Design pr_alloc_ctrl, sky130hd; sources not shown.
Run 1, sequential cells coloured by netlist name:
Bar = 20 um. Other sequential cells in the stronger grey, the rest of the logic in the fainter grey.
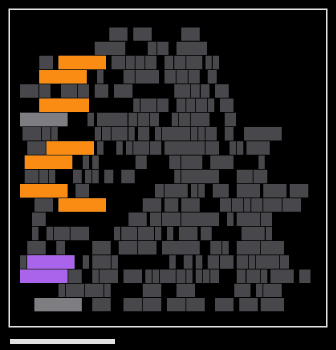
legend:
  r_state:
    colour: purple
    sequential_cells: 2
  free_cnt:
    colour: orange
    sequential_cells: 7
not coloured: 2
register cell area after layout: 277 sq um
Seq group: 0.0450 mW

Run 1, clock wiring as the flow saved it:
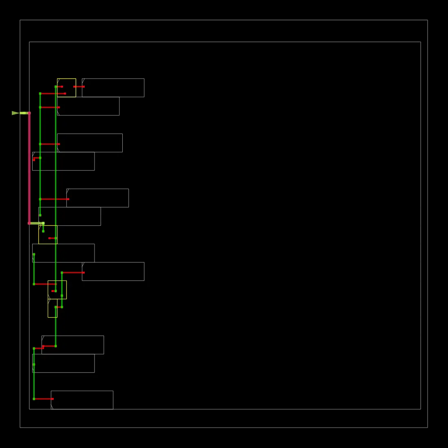
total number of sequential cells: 11
clk sink count: 11
clock buffer count: 4
clock skew: 0.00222 ns

Run 1, clock network drawn from the DEF:
Bar = 20 um.
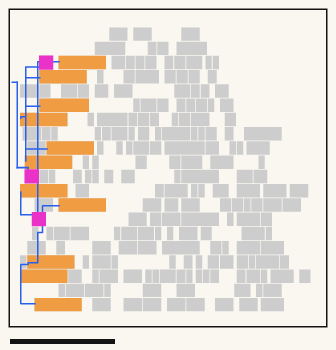
legend:
  clock wires:
    colour: blue
    length: 124 um
  flip-flops:
    colour: orange
    count: 11
  cells driving clock nets:
    colour: magenta
    count: 3
routed clock nets: 4
power consumed by the clock network: 0.0209 mW
worst skew pair latency: 0.26 ns
clock network fraction of design power: 7.8%

==> reports/notes.md, run 1 <==
The flow ran to the end, and the final reports show no timing, DRC or antenna violations. The total iterations of the first detailed-routing run was 5. The core region is 3150 sq um.

Per the post-route antenna check, the number of violating nets is 0. The run gives 20.3% as the proportion of synthesized chip area in sequential cells. The number of setup violations in the final report is 0, and the final-report hold violation count is 0. With the worst path setup slack after routing at 2.02 ns, the clock period minus worst slack is 11.48 ns. The tools report the met1 wire length as 1690 um. The tools report the final wirelength as 3410 um. Class of the worst hold path: reg2reg.

The area recorded from the Yosys report for this design is 1360 sq um. Entering global routing, the biggest net connects 12 pins. The tools report the required time reported for the critical path endpoint as 10.80 ns. Dividing the final minimum period by the clock period gives 85.1%. Per the timing report, the achievable frequency comes out to 87.1 MHz. The overall die size recorded for this design is 3640 sq um. The leakage power total was 0.801 nW.

Fraction of synthesized cell area taken by the top area cell type: 18.4%. The synthesized design contains 0 enable-type register cells. The run gives 33 for the depth of the most critical reg-to-reg path. The leading cell type by number of instances after synthesis is sky130_fd_sc_hd__nand2_1.

With the total nets after synthesis at 200, the area fraction in compound gates is 23.5%. The met2 track demand over resource in global routing is 33.8%. The timing report notes that buffer and inverter cells on the critical path total 5.

With the number of placed I/O pins at 33, the site row count is 20. The HPWL after detailed placement is 2920 um. The global placement routability congestion was 0.968. The H-tree depth reported by CTS is 1, and the detailed-route DRC error count is 0.

The cell count after synthesis is 168. TritonCTS built the clock tree. The run gives 0 as the count of max-cap constraint violations.

met1 track demand over resource after global routing is 30.0%. The cell area that synthesis handed to floorplanning was 1360 sq um. The run gives 8.11 sq um for the mean cell area of the mapped netlist. Sorting the Yosys area breakdown by cell type puts at the top sky130_fd_sc_hd__dfrtp_1.

In the detailed route, the total length drawn on met3 is 98 um. The total power draw was 0.269 mW. The arrival time of data at the worst endpoint is listed as 8.78 ns. On the critical path the largest part of the delay comes from adder cells. Worst relative slew slack: 58.8%. The buffer_ports step reported a buffer count of 32.

The registers of the reported paths see a clock transition of 0.06 ns. The logs give 52 for the distinct cell type count after synthesis and 1,316 for the number of global-route vias before repair. After Yosys synthesis, XOR and XNOR cells account for 4.41% of the synthesized area. Clock tree synthesis inserted a total of 3 buffers. The flow measured a signed area growth from synthesis to layout of 29.5%. The final layout reports a setup TNS of 0 ns. The dominant combinational cell family by area after synthesis is simple AND/OR/NAND/NOR gates. With the average wire per cell in the routed design at 13.8 um, the mux share of post-synthesis cell area is 0.735%.

The most heavily used metal layer in global routing is met2. The layout net count is 237.
run 1: stage by stage:
step / cells / instance area [sq um] / hold WS (ns)
finish: 248 / 1760 / 0.490
global route: 248 / 1760 / 0.530
CTS: 248 / 1760 / 0.496
detailed placement: 244 / 1740 / 0.477
global placement: 244 / 1740 / 0.470
floorplan: 168 / 1360 / 0.473
run 1: cell type report:
cell class                 count  area, sq um
tap                           44         55.1
fill                         310         1390
inverter                      21         78.8
clock buffer                   4         26.3
multi-input combinational    134          996
sequential                    11          277
timing repair buffer          32          320
buffer                         2         11.3
run 1: placed cells by master, fill, tap and decap left out, types with 3 or more instances in the layout:
cell                              count
sky130_fd_sc_hd__clkdlybuf4s50_1     32
sky130_fd_sc_hd__nand2_1             18
sky130_fd_sc_hd__inv_1               17
sky130_fd_sc_hd__ha_1                12
sky130_fd_sc_hd__nor2_1              11
sky130_fd_sc_hd__dfrtp_1             10
sky130_fd_sc_hd__a21oi_1              8
sky130_fd_sc_hd__nand2b_1             8
sky130_fd_sc_hd__nand3_1              7
sky130_fd_sc_hd__o21ai_0              6
sky130_fd_sc_hd__and2_1               6
sky130_fd_sc_hd__or3_1                5
sky130_fd_sc_hd__inv_2                4
sky130_fd_sc_hd__a21o_1               3
sky130_fd_sc_hd__xnor2_1              3
sky130_fd_sc_hd__and3_1               3
sky130_fd_sc_hd__fa_1                 3
sky130_fd_sc_hd__clkbuf_4             3
run 1: cell families after synthesis:
group                    Yosys count
AND/OR/NAND/NOR                   73
multiplexers                       1
XOR/XNOR                           6
AND-OR/OR-AND                     39
buffers and inverters             23
adder cells (fa/ha/maj)           15
flip-flops                        11
run 1: report_power, final:
group	switching [mW]	leakage (nW)	internal, mW
Sequential	0.00610	0.140	0.0389
Clock	0.00949	0.0150	0.0114
Combinational	0.114	0.647	0.0889
Total	0.130	0.801	0.139
Run 1, close-up of the layout:
Window x 30 to 60, y 0 to 30 um. Cells in grey, sequential cells in the stronger grey; small squares are vias.
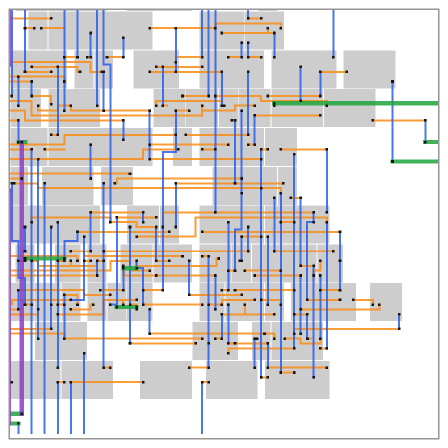

==> run 1 -> run 2 <==
--- a/config.mk
+++ b/config.mk
@@ -6,6 +6,7 @@
 export NUM_CORES = 1
 export LEC_CHECK = 0
 export ABC_CLOCK_PERIOD_IN_PS = 13500
+export CORE_ASPECT_RATIO = 0.6
 export CORE_UTILIZATION = 40
 export DETAILED_ROUTE_END_ITERATION = 16
 export GPL_TIMING_DRIVEN = 0
Run 2, close-up of the layout:
Window x 43 to 73, y 0 to 30 um. Cells in grey, sequential cells in the stronger grey; small squares are vias.
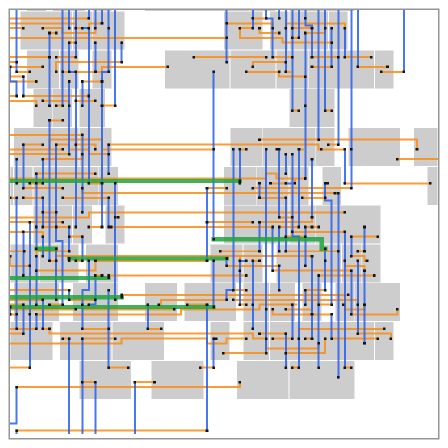
legend:
  met3:
    colour: green
  met2:
    colour: blue
  met1:
    colour: orange
most frequent: inv_1 (8), ha_1 (8), clkdlybuf4s50_1 (8)
cells with their middle in the window: 66
sequential cells in the window: 0

==> run 2 against run 1 <==
Compared with the run above: core utilization up 2.6 points; clock skew fell by 0.0017 ns; first-iteration DRC count grew 100%; cell area increased by 0.92%; non-clock buffer count did not move; routed wire length up 4.0%; clock-buffer cell count unchanged; die size is 0.21% higher; area after synthesis did not move; register-to-register slack improved by 0.09 ns; fmax grew 0.36%; global-route usage decreased by 0.76 points; largest cell class unchanged.
==> reports/notes.md, run 2 <==
For this run, the script counts the antenna cells in the layout as 0. The slowest stage of the critical path belongs to the cell sky130_fd_sc_hd__fa_1. The tools report the total negative setup slack as 0 ns (unchanged).

Fraction of synthesized cell area taken by the top area cell type: 18.4% (unchanged). The run gives 237 (unchanged) for the layout net count. For the cell area after synthesis, the log shows 1360 sq um (unchanged). On the critical path the largest part of the delay comes from adder cells.

With the share of layout cells above drive strength 1 at 10.8%, the number of setup violations in the final report is 0 (unchanged). On the worst path, the slowest cell contributes a delay of 0.54 ns. The number of antenna violations at the first check in global routing came out at 0.

The run gives 33 (unchanged) for the number of placed I/O pins. Per the OpenROAD floorplan log, the height of the die is 47.2 um. All stages included, the depth of the critical timing path comes to 26.

With the detailed-route DRC error count at 0 (unchanged), the maximum buffer depth of the clock tree is 2. The post-route clock period utilization was 84.8% (-0.30 points). The final wirelength is 3550 um (+4.0%), and the leakage power total is 0.809 nW (+0.97%). TritonCTS built the clock tree. Most heavily used metal layer in global routing: met2.

The run gives 277 sq um (unchanged) as the total area of sequential cells. The run gives 27 for the number of warnings in the stage logs. STA classifies the critical path startpoint as an input port. The distinct cell type count after synthesis is 52 (unchanged). The global routing report lists met3 layer usage as 1.55%. The H-tree depth reported by CTS came out at 1 (unchanged). The count of library flops with an enable pin was 0 (unchanged); the count of synthesis-stage warnings from yosys was 6. The mean cell area of the mapped netlist was 8.11 sq um (unchanged); the count of max-cap constraint violations was 0 (unchanged).

With the area growth from synthesis to final layout at 30.7%, the average wire per cell in the routed design is 14.4 um (+4.8%). For the total iterations of the first detailed-routing run, the log shows 4 (-1). With the cell count after synthesis at 168 (unchanged), the proportion of synthesized chip area in sequential cells is 20.3% (unchanged). The run finished with clean final reports.

Per the detail_route log, the uppermost layer with routed signals is met4. The run gives 0.921 (-4.8%) as the global placement routability congestion. The library cells used most frequently in the layout, excluding fill and tap cells, are 32 x sky130_fd_sc_hd__clkdlybuf4s50_1, 18 x sky130_fd_sc_hd__nand2_1, 17 x sky130_fd_sc_hd__inv_1, 12 x sky130_fd_sc_hd__ha_1, 11 x sky130_fd_sc_hd__nor2_1. The run gives 32 (unchanged) for the number of I/O port buffers. STA reports a reg2reg setup slack of 5.13 ns. Clock period minus worst slack: 11.44 ns (-0.0409 ns).

The logs give 58.7% (-0.091 points) for the worst relative slew slack and 15 (-25%) for the site row count. The required time reported for the critical path endpoint is 10.80 ns (about the same). The run gives 8.74 ns (-0.04 ns) for the arrival time of data at the critical path endpoint.

With the peak clock frequency supported by timing at 87.4 MHz (+0.36%), the total buffers and inverters traversed by the critical path is 5 (unchanged). The cell type that accounts for the most area after synthesis is sky130_fd_sc_hd__dfrtp_1. The tools report the chip area in the Yosys report as 1360 sq um (unchanged). For this run the aggregate overflow at the end of global routing stands at 0. The run gives 1,281 (-2.7%) for the number of global-route vias before repair. Yosys reports that the most numerous cell types are 18 x sky130_fd_sc_hd__nand2_1, 17 x sky130_fd_sc_hd__inv_1, 12 x sky130_fd_sc_hd__ha_1. The tools report the maximum number of pins on one net before global-route repair as 12 (unchanged). The number of inserted filler cells in the final layout is 284 (-8.4%), and the area of combinational cells with multiple inputs is 996 sq um (unchanged). The leading cell type by number of instances after synthesis is sky130_fd_sc_hd__nand2_1.

The run gives 3030 um (+3.7%) as the final HPWL from detailed placement. The run gives 200 (unchanged) as the total nets after synthesis. The most common library cell in the layout ignoring fill and taps is sky130_fd_sc_hd__clkdlybuf4s50_1. Per the Yosys statistics, synthesis produced 168 cells. For this run, asynchronously set or reset flops after synthesis account for 100%.

The horizontal die dimension came out at 77.3 um. The met1 wire length came out at 1880 um (+11%). The met1 track demand over resource in global routing came out at 30.7% (+0.71 points). Yosys attributes the largest share of cell area to sky130_fd_sc_hd__dfrtp_1 18%, sky130_fd_sc_hd__ha_1 11%, sky130_fd_sc_hd__nand2_1 5.0%, sky130_fd_sc_hd__inv_1 4.7%, sky130_fd_sc_hd__fa_1 4.4%. The final-report hold violation count is 0 (unchanged). The number of sinks driven by the clock tree was 11 (unchanged); the met2 track demand over resource in global routing was 33.1% (-0.65 points). The core outline area was 3040 sq um (-3.6%). Clock-pin transition on the worst setup and hold timing paths: 0.05 ns (about the same). The worst hold path belongs to the class reg2reg.

The worst setup path is of the in2out kind. For the chip footprint, the log shows 3650 sq um (+0.21%). The run gives 0 (unchanged) for the remaining number of nets flagged by the antenna check after routing. The run gives 33 (unchanged) for the depth of the most critical reg-to-reg path.

Total met3 wirelength after detailed routing: 175 um (+79%).
Run 2, clock wiring as the flow saved it:
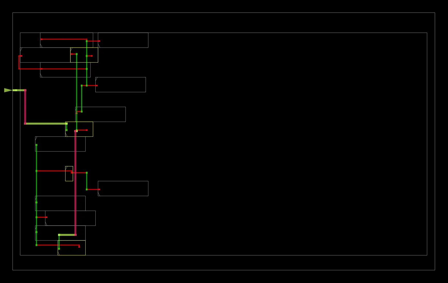
power consumed by the clock network: 0.0319 mW
number of buffers inserted during clock tree synthesis: 3
worst skew pair latency: 0.23 ns
clock skew: 0.000475 ns

[run 2: cell counts after synthesis]
No cell type changed its count.
[run 2: cell families after synthesis]
logic type                 after synthesis  share of synthesized area (%)
buffers and inverters                   23                           6.61
muxes                                    1                          0.735
and+or+nand+nor                         73                           29.0
xor gates and xnor gates                 6                           4.41
AOI/OAI and AO/OA                       39                           23.5
DFF                                     11                           20.3
adders and majority gates               15                           15.4
[run 2: stage by stage]
stage | cells | cell area (sq um) | hold WS [ns] | worst slack, ns | total power, mW
after global placement | 242 | 1740 | 0.471 | 2.17 | 0.241
after floorplan | 168 | 1360 | 0.473 | 3.48 | 0.191
final | 246 | 1780 | 0.507 | 2.06 | 0.280
after global routing | 246 | 1780 | 0.563 | 1.71 | 0.306
after CTS | 246 | 1780 | 0.515 | 2.08 | 0.281
after detailed placement | 242 | 1740 | 0.496 | 2.07 | 0.246
[run 2: where the power goes]
part / switching (mW) / internal (mW) / total (mW)
Sequential: 0.00589 / 0.0391 / 0.0450
Clock: 0.0113 / 0.0206 / 0.0319
Combinational: 0.115 / 0.0886 / 0.203
Total: 0.132 / 0.148 / 0.280
[run 2: worst reg2reg max path, delay by kind of cell, from the launching register on]
family / cells / cell delay [ns]
AOI/OAI and AO/OA: 8 / 1.90
buffers and inverters: 2 / 0.15
xor gates and xnor gates: 3 / 0.60
DFF: 1 / 0.40
adders and majority gates: 10 / 3.31
and+or+nand+nor: 10 / 1.95
[run 2: cell type report]
class	count	area share, %
flip-flops and latches	11	15.5
clock buffers	4	2.53
multi-input cells	134	55.9
plain buffers	2	0.632
repair buffers	32	18.0
well taps	42	2.95
inverters	21	4.43
Power is estimated from default activity; no workload was simulated.
